[config.mk]
export PLATFORM = sky130hd
export DESIGN_NAME = maxnet_engine_flat
export DESIGN_NICKNAME = d
export VERILOG_FILES = /design/src/rtl/maxnet_engine_if.sv /design/src/rtl/maxnet_engine.sv /design/src/flat_wrapper.sv
export SDC_FILE = /design/constraint.sdc
export NUM_CORES = 2
export LEC_CHECK = 0
export ABC_CLOCK_PERIOD_IN_PS = 14400
export CORE_AREA = 2 2 356 358
export CTS_CLUSTER_SIZE = 28
export DETAILED_ROUTE_END_ITERATION = 12
export DIE_AREA = 0 0 358 360
export MAX_ROUTING_LAYER = met4
export PLACE_DENSITY = 0.81
export SETUP_SLACK_MARGIN = 0.05
export SKIP_LAST_GASP = 1
export SYNTH_ARGS = -nofsm -noshare
export SYNTH_HDL_FRONTEND = slang
export SYNTH_SLANG_ARGS = --single-unit
[constraint.sdc]
create_clock -name clk -period 14.4 [get_ports clk]
set_clock_uncertainty 0.2 [all_clocks]
set_input_delay 3.6 -clock clk [delete_from_list [all_inputs] [get_ports clk]]
set_output_delay 3.6 -clock clk [all_outputs]
set_load 0.005 [all_outputs]
[src/rtl/maxnet_engine_if.sv]
// Stream and result handshake bundle for maxnet_engine.
// The engine uses the slave modport; a producer/consumer uses master.
interface maxnet_engine_if #(
  parameter int unsigned N        = 4,
  parameter int unsigned W        = 32,
  parameter int unsigned MAX_ITER = 255
) ();
  localparam int unsigned IW = (N > 1) ? $clog2(N) : 1;
  localparam int unsigned CW = $clog2(MAX_ITER + 1);

  logic          in_valid;
  logic          in_ready;
  logic [W-1:0]  in_data;
  logic          out_valid;
  logic          out_ready;
  logic [W-1:0]  max_value;
  logic [IW-1:0] max_index;
  logic [CW-1:0] iterations;
  logic          winner_valid;
  logic          timeout;

  modport master (
    output in_valid, in_data, out_ready,
    input  in_ready, out_valid, max_value, max_index, iterations, winner_valid, timeout
  );

  modport slave (
    input  in_valid, in_data, out_ready,
    output in_ready, out_valid, max_value, max_index, iterations, winner_valid, timeout
  );
endinterface

[src/rtl/maxnet_engine.sv]
// MaxNet winner-take-all engine: loads N samples serially, iterates lateral
// inhibition until at most one channel is non-zero or the cap is hit, then
// presents the winner over a valid/ready result handshake.
module maxnet_engine #(
  parameter int unsigned N        = 4,
  parameter int unsigned W        = 32,
  parameter int unsigned FRAC     = 8,
  parameter int unsigned MAX_ITER = 255
) (
  input  logic            clk,
  input  logic            rst,
  input  logic            clear,
  input  logic [FRAC-1:0] eps,
  maxnet_engine_if.slave  bus
);
  localparam int unsigned IW = (N > 1) ? $clog2(N) : 1;
  localparam int unsigned CW = $clog2(MAX_ITER + 1);
  localparam int unsigned SW = W + $clog2(N);
  localparam int unsigned PW = SW + FRAC;
  localparam logic [IW:0]   NzOne   = {{IW{1'b0}}, 1'b1};
  localparam logic [IW-1:0] LastIdx = IW'(N - 1);
  localparam logic [CW-1:0] IterCap = CW'(MAX_ITER);

  typedef enum logic [1:0] {StLoad, StIter, StDone} state_e;

  state_e         state_q, state_d;
  logic [IW-1:0]  cnt_q;
  logic [CW-1:0]  iter_q;
  logic [FRAC-1:0] eps_q;
  logic [W-1:0]   x_q    [N];
  logic [W-1:0]   xo_q   [N];

  logic [W-1:0]   res_val_q;
  logic [IW-1:0]  res_idx_q;
  logic [CW-1:0]  res_iter_q;
  logic           res_wv_q;
  logic           res_tout_q;

  logic           load_fire;
  logic           load_last;
  logic           few_nz;
  logic           at_cap;
  logic [W-1:0]   clamped;

  logic [SW-1:0]  sum;
  logic [IW:0]    nz_cnt;
  logic [IW-1:0]  nz_idx;
  logic [IW-1:0]  arg_idx;
  logic [W-1:0]   best;
  logic [SW-1:0]  rest   [N];
  logic [PW-1:0]  prod   [N];
  logic [SW-1:0]  dec    [N];
  logic [W-1:0]   x_upd  [N];

  assign bus.in_ready     = (state_q == StLoad);
  assign bus.out_valid    = (state_q == StDone);
  assign bus.max_value    = res_val_q;
  assign bus.max_index    = res_idx_q;
  assign bus.iterations   = res_iter_q;
  assign bus.winner_valid = res_wv_q;
  assign bus.timeout      = res_tout_q;

  assign load_fire = bus.in_valid && (state_q == StLoad);
  assign load_last = (cnt_q == LastIdx);
  assign few_nz    = (nz_cnt <= NzOne);
  assign at_cap    = (iter_q == IterCap);
  assign clamped   = bus.in_data[W-1] ? '0 : bus.in_data;

  // Channel statistics on current contents plus the parallel inhibition update.
  // All x values are non-negative, so everything is handled as unsigned.
  always_comb begin
    sum     = '0;
    nz_cnt  = '0;
    nz_idx  = '0;
    arg_idx = '0;
    best    = x_q[0];
    for (int unsigned i = 0; i < N; i++) begin
      sum = sum + SW'(x_q[i]);
      if (x_q[i] != '0) begin
        nz_cnt = nz_cnt + NzOne;
        nz_idx = IW'(i);
      end
      // Strict compare keeps the lowest index among equal maxima.
      if (x_q[i] > best) begin
        best    = x_q[i];
        arg_idx = IW'(i);
      end
    end
    for (int unsigned i = 0; i < N; i++) begin
      rest[i]  = sum - SW'(x_q[i]);
      prod[i]  = PW'(rest[i]) * PW'(eps_q);
      dec[i]   = SW'(prod[i] >> FRAC);
      x_upd[i] = (dec[i] >= SW'(x_q[i])) ? '0 : W'(SW'(x_q[i]) - dec[i]);
    end
  end

  // Controller next-state; clear overrides every transition.
  always_comb begin
    state_d = state_q;
    unique case (state_q)
      StLoad: if (load_fire && load_last) state_d = StIter;
      StIter: if (few_nz || at_cap) state_d = StDone;
      StDone: if (bus.out_ready) state_d = StLoad;
      default: state_d = StLoad;
    endcase
    if (clear) state_d = StLoad;
  end

  // Controller state register.
  always_ff @(posedge clk or negedge rst) begin
    if (!rst) state_q <= StLoad;
    else      state_q <= state_d;
  end

  // Sample storage, iteration datapath and result capture on DONE entry.
  always_ff @(posedge clk or negedge rst) begin
    if (!rst) begin
      cnt_q      <= '0;
      iter_q     <= '0;
      eps_q      <= '0;
      res_val_q  <= '0;
      res_idx_q  <= '0;
      res_iter_q <= '0;
      res_wv_q   <= 1'b0;
      res_tout_q <= 1'b0;
      for (int unsigned i = 0; i < N; i++) begin
        x_q[i]  <= '0;
        xo_q[i] <= '0;
      end
    end else if (clear) begin
      cnt_q      <= '0;
      iter_q     <= '0;
      res_val_q  <= '0;
      res_idx_q  <= '0;
      res_iter_q <= '0;
      res_wv_q   <= 1'b0;
      res_tout_q <= 1'b0;
    end else begin
      unique case (state_q)
        StLoad: begin
          if (load_fire) begin
            x_q[cnt_q]  <= clamped;
            xo_q[cnt_q] <= clamped;
            if (load_last) begin
              cnt_q  <= '0;
              eps_q  <= eps;
              iter_q <= '0;
            end else begin
              cnt_q <= cnt_q + 1'b1;
            end
          end
        end
        StIter: begin
          if (few_nz) begin
            res_wv_q   <= (nz_cnt == NzOne);
            res_idx_q  <= (nz_cnt == NzOne) ? nz_idx : '0;
            res_val_q  <= (nz_cnt == NzOne) ? xo_q[nz_idx] : '0;
            res_iter_q <= iter_q;
            res_tout_q <= 1'b0;
          end else if (at_cap) begin
            res_wv_q   <= 1'b1;
            res_idx_q  <= arg_idx;
            res_val_q  <= xo_q[arg_idx];
            res_iter_q <= iter_q;
            res_tout_q <= 1'b1;
          end else begin
            for (int unsigned i = 0; i < N; i++) x_q[i] <= x_upd[i];
            iter_q <= iter_q + 1'b1;
          end
        end
        default: ;
      endcase
    end
  end
endmodule
[src/flat_wrapper.sv]
// flat-port wrapper written by rule: the top's interface ports become plain ports
module maxnet_engine_flat 
#(
  parameter int unsigned N        = 4,
  parameter int unsigned W        = 32,
  parameter int unsigned FRAC     = 8,
  parameter int unsigned MAX_ITER = 255
)
  (clk, rst, clear, eps, bus_in_valid, bus_in_data, bus_out_ready, bus_in_ready, bus_out_valid, bus_max_value, bus_max_index, bus_iterations, bus_winner_valid, bus_timeout);
  maxnet_engine_if #(.N(N), .W(W), .MAX_ITER(MAX_ITER)) bus_i ();
  input  logic clk;
  input  logic rst;
  input  logic clear;
  input  logic [FRAC-1:0] eps;
  input wire logic [$bits(bus_i.in_valid)-1:0] bus_in_valid;
  input wire logic [$bits(bus_i.in_data)-1:0] bus_in_data;
  input wire logic [$bits(bus_i.out_ready)-1:0] bus_out_ready;
  output wire logic [$bits(bus_i.in_ready)-1:0] bus_in_ready;
  output wire logic [$bits(bus_i.out_valid)-1:0] bus_out_valid;
  output wire logic [$bits(bus_i.max_value)-1:0] bus_max_value;
  output wire logic [$bits(bus_i.max_index)-1:0] bus_max_index;
  output wire logic [$bits(bus_i.iterations)-1:0] bus_iterations;
  output wire logic [$bits(bus_i.winner_valid)-1:0] bus_winner_valid;
  output wire logic [$bits(bus_i.timeout)-1:0] bus_timeout;
  assign bus_i.in_valid = bus_in_valid;
  assign bus_i.in_data = bus_in_data;
  assign bus_i.out_ready = bus_out_ready;
  assign bus_in_ready = bus_i.in_ready;
  assign bus_out_valid = bus_i.out_valid;
  assign bus_max_value = bus_i.max_value;
  assign bus_max_index = bus_i.max_index;
  assign bus_iterations = bus_i.iterations;
  assign bus_winner_valid = bus_i.winner_valid;
  assign bus_timeout = bus_i.timeout;
  maxnet_engine #(.N(N), .W(W), .FRAC(FRAC), .MAX_ITER(MAX_ITER)) u_core (.clk(clk), .rst(rst), .clear(clear), .eps(eps), .bus(bus_i));
endmodule
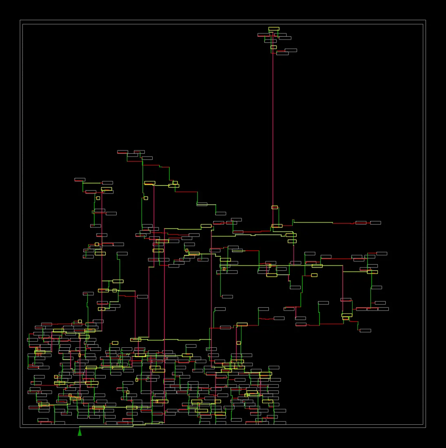
Fig. 1. Clock wiring as the flow saved it.
total CTS buffers: 41
Layout clock buffers: 53
Skew-Pair Late Insertion Delay: 650 ps

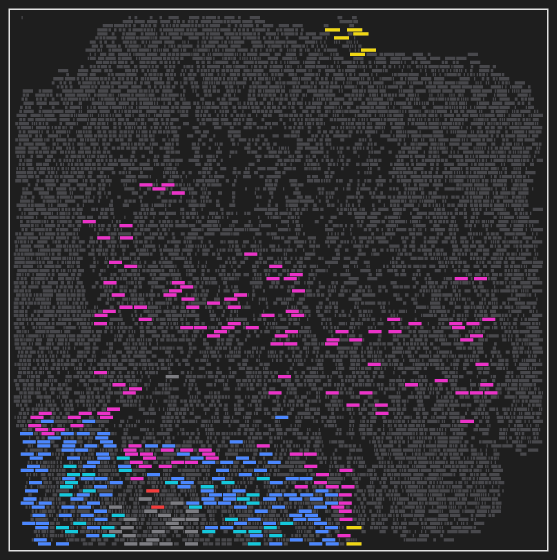
Fig. 2. Sequential cells grouped by signal name.
Other sequential cells in the stronger grey, the rest of the logic in the fainter grey.
name in the netlist	colour	placed flops
u_core.cnt_q	red	2
u_core.x_q	magenta	128
u_core.bus.max_value	cyan	31
u_core.eps_q	yellow	8
u_core.xo_q	blue	124
not coloured	22

==> qor.txt <==
comb. cell area - 56300 um^2
critical path endpoint category - register
Adder-Cell Fraction of Synth Area - 38.0%
main logic family after synthesis - adder cells
Die Ht - 360 um
capturing element of the worst setup path - u_core.x_q[35]
worst r2r src - u_core.x_q[65]
DP Wirelength - 219000 um
slowest stage cell, crit path - sky130_fd_sc_hd__fa_1
Detail Route Antenna Nets - 0
accumulated negative setup slack - 0 ps
number of tap cells inserted - 1650
Post-synth EDFFs - 0
number of iterations in the first detailed-routing pass - 7
number of buffers inserted for hold repair after clock tree synthesis - 0
H-Tree Level Count - 2
XOR/XNOR Area Share - 5.53%
clock-pin slew of the registers on the worst-case setup and hold paths - 60 ps
result of the run - finished, final reports clean
clock sink total - 315
final standard cell count with taps included and fillers excluded - 10138
Signal buffers - 632
share of cells above drive strength 1 - 10.0%
mean cell area of the mapped netlist - 8.48 um^2
synthesis-stage register bit count - 315
initial antenna violation count - 12
Worst Hold Path Cells - 2
flip-flop count of the largest register, all copies and words added - 128
Synth async-reset ratio - 100%
area fraction in compound gates after synthesis - 17.7%
Tmin final - 14090 ps
flip-flop and latch area - 7910 um^2
critical path data required time - 14660 ps
area of the core - 125000 um^2
port buffer count - 89
leading register cell type out of synthesis - sky130_fd_sc_hd__dfrtp_1
Post-Syn Nets - 9694
Iteration-0 DRC Markers - 7013
maximum number of pins on one net before global-route repair - 77
Final Hold Slack - 288 ps
total cell area reported by yosys after synthesis - 68300 um^2
Congestion Overflow GR - 0
most used logic cell in the final layout - sky130_fd_sc_hd__inv_1
sequential share of the synthesized area - 11.5%
share of the final layout cell area in sequential cells - 10.3%
number of instances in the synthesized netlist - 8058
critical path startpoint category - register
final-layout fill cell count - 10865
class of the tightest hold or removal check - register to register
Max Clk Rate - 71.0 MHz
first-pass GRT wire length - 398000 um
number of max-cap violations - 0
effective utilization at floorplan - 54.7%
end of the worst register-to-register path - u_core.x_q[35]
final-layout clock-cell area share - 1.92%
normalized max-slew margin - 17.3%
net count of the finished layout - 10082
Simple Share, Synth - 18.1%
library cell appearing most often on the critical path - sky130_fd_sc_hd__buf_4
Post-synth mux share - 1.62%
setup repair after global routing missed its margin - yes
post-layout util - 61.6%
largest stage delay on the critical path - 620 ps
Synth Warn # - 0
Most flops, register - u_core.x_q
die outline area - 129000 um^2
Least-Margin Pin Slew - 1230 ps
detailed-route DRC error count - 0
Max Fanout on Critical Path - 16
number of buffers on the longest clock path - 3
buffer cell driving the clock tree root - sky130_fd_sc_hd__clkbuf_16
Area-dominant class - logic gates
die span in x - 358 um
vias in the first global route - 62668
tool warning count - 189
category of the most critical setup path - register to register
path depth of the worst reg2reg path - 58
distinct lib cells - 92
combinational gates - 6380
worst setup path startpoint - u_core.x_q[65]
Seq cells - 315
TritonCTS clock tree - built
Comb/total area - 73.2%
mean number of vias per cell - 6.29
placed cell count - 10020
total global routing track utilization - 42.3%
flop-to-flop setup slack - 310 ps
netlist area before placement - 68300 um^2
number of standard cells reported by yosys - 8058
I/O Pins - 91
endpoint of the worst hold-timing path - u_core.bus.timeout
routed length per instance - 26.4 um
aggregate routed wire length - 268000 um
P&R area growth vs syn - 12.5%
most instantiated logic cells after routing - 1076 x sky130_fd_sc_hd__inv_1, 806 x sky130_fd_sc_hd__fa_1, 767 x sky130_fd_sc_hd__ha_1
buffering overhead - 6.64%
Signal inverters - 1076
hold violation total from the final report - 0
final RePlAce weighted congestion - 1.13
arrival time of data at the critical path endpoint - 14350 ps
number of endpoints failing setup at the final stage - 0
hold path startpoint - u_core.bus.timeout
number of pins exceeding their max-slew limit in the final report - 0
# rows - 130
number of diodes - 10
number of vias in the routed layout - 63735
final clock period utilization by the worst path - 97.9%
synthesized netlist by cell type, types with 73 or more instances:
library cell	instances	area share, %
sky130_fd_sc_hd__a21oi_1	496	3.6
sky130_fd_sc_hd__clkbuf_1	262	1.4
sky130_fd_sc_hd__nand2b_1	90	0.82
sky130_fd_sc_hd__nand2_1	629	3.5
sky130_fd_sc_hd__nor2_1	407	2.2
sky130_fd_sc_hd__o21ai_0	399	2.9
sky130_fd_sc_hd__and2_1	686	6.3
sky130_fd_sc_hd__nand3_1	88	0.64
sky130_fd_sc_hd__xor2_1	154	2.0
sky130_fd_sc_hd__mux2i_1	87	1.3
sky130_fd_sc_hd__dfrtp_1	315	12
sky130_fd_sc_hd__nor2b_1	163	1.5
sky130_fd_sc_hd__nand4_1	73	0.67
sky130_fd_sc_hd__ha_1	785	14
sky130_fd_sc_hd__a21o_1	341	3.7
sky130_fd_sc_hd__xnor2_1	276	3.5
sky130_fd_sc_hd__fa_1	806	24
sky130_fd_sc_hd__inv_1	1076	5.9
timing repair:
item	CTS	global route
cloned	0	2
resized	11	164
endpoints found under the setup margin	112	128
setup buffers	5	26
pin swaps	4	44
per-layer routing:
layer / track usage [%] / vias up / wire length (um)
li1: - / 27662 / -
met1: 54.3 / 31461 / 103000
met2: 62.1 / 3744 / 116000
met3: 8.27 / 868 / 28800
met4: 24.4 / 0 / 20300
met5: - / - / 0
critical path, delay by kind of cell (launching register included):
kind,cells,cell delay [ps]
AOI/OAI and AO/OA,16,3480
xor gates and xnor gates,4,710
adders and majority gates,10,4340
buffers and inverters,10,1520
DFF,1,370
and+or+nand+nor,18,3250
stage by stage:
step	setup slack [ps]	area (um^2)
after floorplan	1370	68300
after global placement	-31.6	74300
after detailed placement	-430	74300
after CTS	63.5	75800
after global routing	-43.3	76900
final	309	76900
